File: src/rtl/regfile_32x32_pkg.sv
// Shared constants for the 32x32 register file: geometry and architectural register indices.
package regfile_32x32_pkg;
  localparam int DATA_W   = 32;
  localparam int ADDR_W   = 5;
  localparam int NUM_REGS = 32;
  localparam int REG_ZERO = 0;
  localparam int REG_RA   = 31;
endpackage

File: src/rtl/reg_32bits_ar.sv
// One architectural register: loads d when en is high, cleared asynchronously by reset.
module reg_32bits_ar
  import regfile_32x32_pkg::*;
#(
  parameter int W = DATA_W
) (
  input  logic         clk,
  input  logic         reset,
  input  logic         en,
  input  logic [W-1:0] d,
  output logic [W-1:0] q
);

  always_ff @(posedge clk or posedge reset) begin
    if (reset) begin
      q <= '0;
    end else if (en) begin
      q <= d;
    end
  end

endmodule

File: src/rtl/regfile_32x32.sv
// Two-read, one-write register file with hardwired-zero r0 and optional write-to-read forwarding.
module regfile_32x32 #(
  parameter int DATA_W = regfile_32x32_pkg::DATA_W,
  parameter int ADDR_W = regfile_32x32_pkg::ADDR_W,
  parameter int BYPASS = 0
) (
  input  logic              clk,
  input  logic              reset,
  input  logic              we,
  input  logic [ADDR_W-1:0] wa,
  input  logic [DATA_W-1:0] wd,
  input  logic [ADDR_W-1:0] ra1,
  input  logic [ADDR_W-1:0] ra2,
  output logic [DATA_W-1:0] rd1,
  output logic [DATA_W-1:0] rd2
);
  import regfile_32x32_pkg::*;

  localparam int NUM = 2 ** ADDR_W;

  logic [DATA_W-1:0] regs [NUM];
  logic              fwd_valid;

  // r0 has no storage; it is simply a constant zero on the read side.
  assign regs[REG_ZERO] = '0;

  genvar gi;
  generate
    for (gi = 1; gi < NUM; gi++) begin : g_reg
      logic wr_en;
      assign wr_en = we && (wa == ADDR_W'(gi));

      reg_32bits_ar #(
        .W(DATA_W)
      ) u_reg (
        .clk  (clk),
        .reset(reset),
        .en   (wr_en),
        .d    (wd),
        .q    (regs[gi])
      );
    end
  endgenerate

  assign fwd_valid = (BYPASS != 0) && we && (wa != ADDR_W'(REG_ZERO));

  always_comb begin
    rd1 = regs[ra1];
    rd2 = regs[ra2];
    if (fwd_valid && (ra1 == wa)) begin
      rd1 = wd;
    end
    if (fwd_valid && (ra2 == wa)) begin
      rd2 = wd;
    end
    // Forwarded data must not leak out while the array is held in reset.
    if (reset) begin
      rd1 = '0;
      rd2 = '0;
    end
  end

endmodule
File: config.mk
export PLATFORM = sky130hd
export DESIGN_NAME = regfile_32x32
export DESIGN_NICKNAME = d
export VERILOG_FILES = /design/src/rtl/regfile_32x32_pkg.sv /design/src/rtl/reg_32bits_ar.sv /design/src/rtl/regfile_32x32.sv
export SDC_FILE = /design/constraint.sdc
export NUM_CORES = 2
export LEC_CHECK = 0
export CAP_MARGIN = 10
export CORE_MARGIN = 8
export CORE_UTILIZATION = 57
export DETAILED_ROUTE_END_ITERATION = 7
export GPL_ROUTABILITY_DRIVEN = 0
export PLACE_DENSITY_LB_ADDON = 0.05
export SETUP_SLACK_MARGIN = 0.2
export SLEW_MARGIN = 25
export SYNTH_ARGS = -nofsm -noshare
export SYNTH_HDL_FRONTEND = slang
export SYNTH_SLANG_ARGS = --single-unit
File: constraint.sdc
create_clock -name clk -period 32.9 [get_ports clk]
set_input_delay 3.29 -clock clk [delete_from_list [all_inputs] [get_ports clk]]
set_output_delay 3.29 -clock clk [all_outputs]
set_load 0.005 [all_outputs]
**Metal 1**

(2 px per um) Supply wires on this layer in gray.
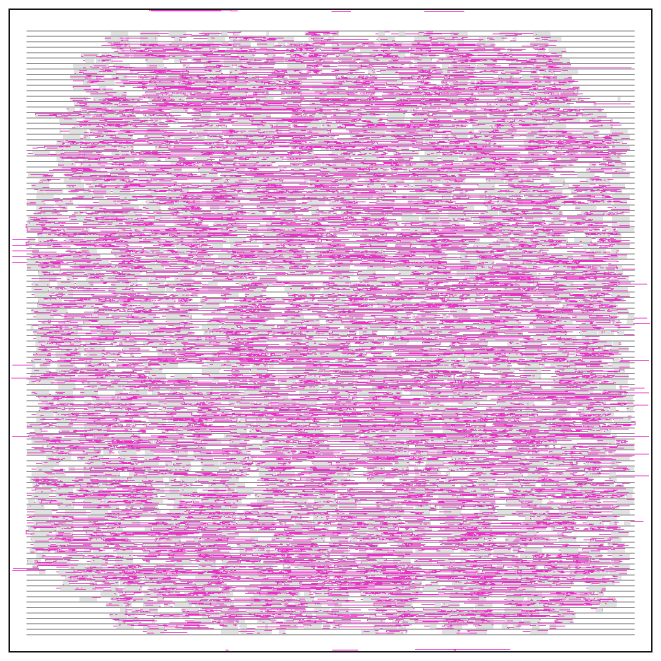
The wires run mostly horizontal. The layer carries 66.4 mm of wire. The layer holds 39% of the routed length.
via total after detailed routing: 34300
met1 GRT Util: 43.6%

**Metal 3**

(1 px per um)
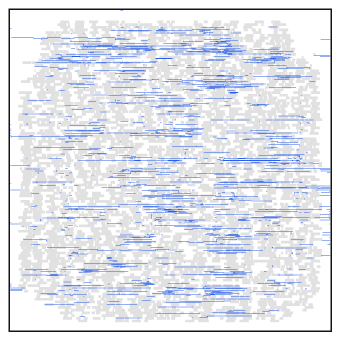
302 nets have wire on it. The wires run mostly horizontal. The longest straight run is 102 um. The layer carries 12800 um of wire. The layer holds 7.6% of the routed length.
met3 layer usage reported by global route: 5.93%
wirelength, routed: 168000 um

**The metal 4 layer**

(1.5 px per um) Supply wires on this layer in gray.
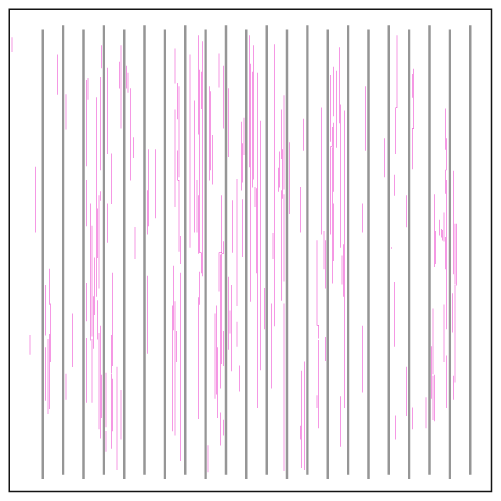
The wires run mostly vertical. The longest straight run is 223 um. The layer carries 8820 um of wire.

**Metal layers overlaid**

(1.5 px per um) Two of the layers only.
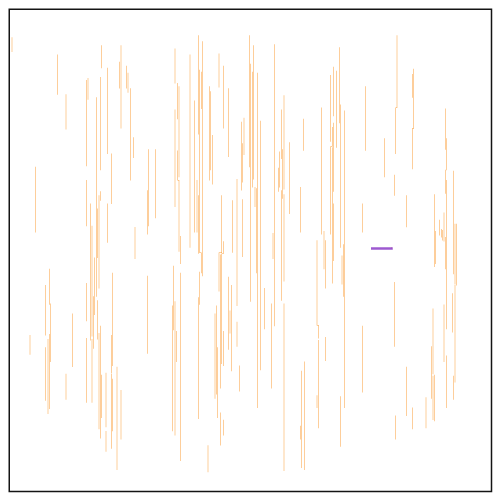
Purple marks met5, wire length 12.9 um. Orange marks met4, wire length 8820 um.
Routed wire per std cell: 35.5 um
Global Route Usage Sum: 32.5%

stage by stage:
step | std cells | power (mW) | worst slack (ns)
6_report | 4745 | 3.60 | 21.99
5_1_grt | 4742 | 3.74 | 21.80
4_1_cts | 4740 | 3.61 | 21.98
3_3_place_gp | 4544 | 2.32 | 21.96
2_1_floorplan | 3510 | 2.16 | 1.41
3_5_place_dp | 4544 | 2.37 | 21.98
cell usage after synthesis:
cell type	count
sky130_fd_sc_hd__a311oi_1	32
sky130_fd_sc_hd__nor2b_1	39
sky130_fd_sc_hd__buf_2	118
sky130_fd_sc_hd__or3b_1	1
sky130_fd_sc_hd__nand3_1	7
sky130_fd_sc_hd__clkinv_1	1
sky130_fd_sc_hd__buf_1	46
sky130_fd_sc_hd__nor3b_1	2
sky130_fd_sc_hd__inv_1	5
sky130_fd_sc_hd__o22ai_1	63
sky130_fd_sc_hd__a22oi_1	2
sky130_fd_sc_hd__nor4b_1	1
sky130_fd_sc_hd__nand3b_1	2
sky130_fd_sc_hd__a211oi_1	1
sky130_fd_sc_hd__buf_6	6
sky130_fd_sc_hd__and2_1	1
sky130_fd_sc_hd__a221o_1	30
sky130_fd_sc_hd__nand4b_1	3
sky130_fd_sc_hd__a211o_1	32
sky130_fd_sc_hd__buf_4	24
sky130_fd_sc_hd__mux2i_1	95
sky130_fd_sc_hd__mux2_1	15
sky130_fd_sc_hd__o41ai_1	1
sky130_fd_sc_hd__or3_1	35
sky130_fd_sc_hd__mux2_2	1070
sky130_fd_sc_hd__a221oi_1	65
sky130_fd_sc_hd__dfrtp_1	992
sky130_fd_sc_hd__a22o_1	31
sky130_fd_sc_hd__a2111oi_0	30
sky130_fd_sc_hd__nand2_1	42
sky130_fd_sc_hd__o221a_2	1
sky130_fd_sc_hd__o211ai_1	30
sky130_fd_sc_hd__nand4_1	1
sky130_fd_sc_hd__nand2b_1	5
sky130_fd_sc_hd__a21oi_1	33
sky130_fd_sc_hd__o21ai_0	2
sky130_fd_sc_hd__nor3_1	4
sky130_fd_sc_hd__nor4_1	1
sky130_fd_sc_hd__nor2_1	18
sky130_fd_sc_hd__mux4_2	417
sky130_fd_sc_hd__clkbuf_1	206
worst paths after layout:
kind	start	to	slack, ns	cells after the start
max	ra1[0]	rd1[30]	21.99	8
min	g_reg[12].u_reg.q[27]	g_reg[12].u_reg.q[27]	0.51	1
max reg2reg	g_reg[11].u_reg.q[25]	g_reg[11].u_reg.q[25]	32.08	1
min reg2reg	g_reg[12].u_reg.q[27]	g_reg[12].u_reg.q[27]	0.51	1
max in group asynchronous	reset	g_reg[20].u_reg.q[26]	27.54	6
min in group asynchronous	reset	g_reg[24].u_reg.q[10]	3.02	2
metal layers:
metal  wire (um)  track usage (%)  up-vias
met1       66400             43.6    18665
met3       12800             5.93      444
met4        8820             14.1        2
met2       80300             52.4     1625
li1            -                -    13564
met5          12                0        -
report_power, final:
part	internal, mW	switching (mW)	leakage (nW)	total [mW]
combinational	0.436	0.279	10.4	0.715
clock	0.736	0.507	1.78	1.24
sequential	1.46	0.176	12.7	1.64
==> run summary <==
Implementation results.

The flow ran to the end, and the final reports show no timing, DRC or antenna violations. The register with the most flip-flops in the layout has 992 of them. Setup repair after global routing left no endpoint under its margin.

In this run, the synthesized area fraction spent on and/or/nand/nor cells is recorded as 1.64%. The cell sequence reported for the critical path is buf_8, buf_4, buf_4, mux4_2, a22o_1, a2111oi_0, a311oi_1, clkdlybuf4s50_1. The register area share after synthesis is 47.0%. The final number of max-transition violations is 0. The worst hold path belongs to the class reg -> reg. The worst setup path category is in -> out.

According to the cell report, flip-flops and latches in the layout number approximately 1000. The most frequent logic cell in the layout is sky130_fd_sc_hd__mux2_2. The share of layout cells above drive strength 1 is 51.8%. The number of different library cells in the post-synthesis netlist is 41. The cell at the root of the clock tree is sky130_fd_sc_hd__clkbuf_16. The worst relative slew slack is 25.5%. The non-clock buffer share of cell area is 2.98%. The final standard cell utilization of the core is 63.4%. STA classifies the critical path startpoint as an input port.

Static timing analysis puts the maximum clock frequency at 91.7 MHz. The clock net in this run drives a total of 992 sinks. The total of hold buffers inserted after clock tree synthesis is 0.

The stage logs contain a warning count of 39. In this run the vertical extent of the chip is 321 um. The multi-input gate count is 2112. After global routing the overflow that remains totals 0.

The xor-xnor portion of the synthesized cell area is 0%. The data arrival time of the worst path is between 7 and 8 ns. As reported, the later end of the worst-skew pair has a clock insertion delay of between 0.6 and 0.7 ns. The placement row count is 111. The first global-routing pass estimated between 200000 and 250000 um of wire.

The final antenna diode tally reported by the flow is 3. Dividing total power by cell area gives a power density of 61.7 mW/mm2. The clock-pin transition on the worst setup and hold timing paths is 0.06 ns. The layout has 6687 filler cells. The number of buffers on the longest clock path is 3. The number of buffers inserted by port buffering is between 100 and 150. The post-synthesis share of cell area spent on full adders, half adders and majority gates is 0%. More flip-flops sit in one register than any other, and that register is g.u_reg.q. TritonCTS built the clock tree. The final setup TNS is 0 ns. Synthesis handed over a netlist of 3510 instances. The area fraction in compound gates is 5.30%. Clock buffers in the final layout number about 170. Per STA, the library cell used most along the worst path is sky130_fd_sc_hd__buf_4.

During I/O placement, the number of pins put on the boundary was 114. The proportion of cell area occupied by multi-input gates is 45.4%.
No activity file was given, so power comes from the tool's default toggle rates.
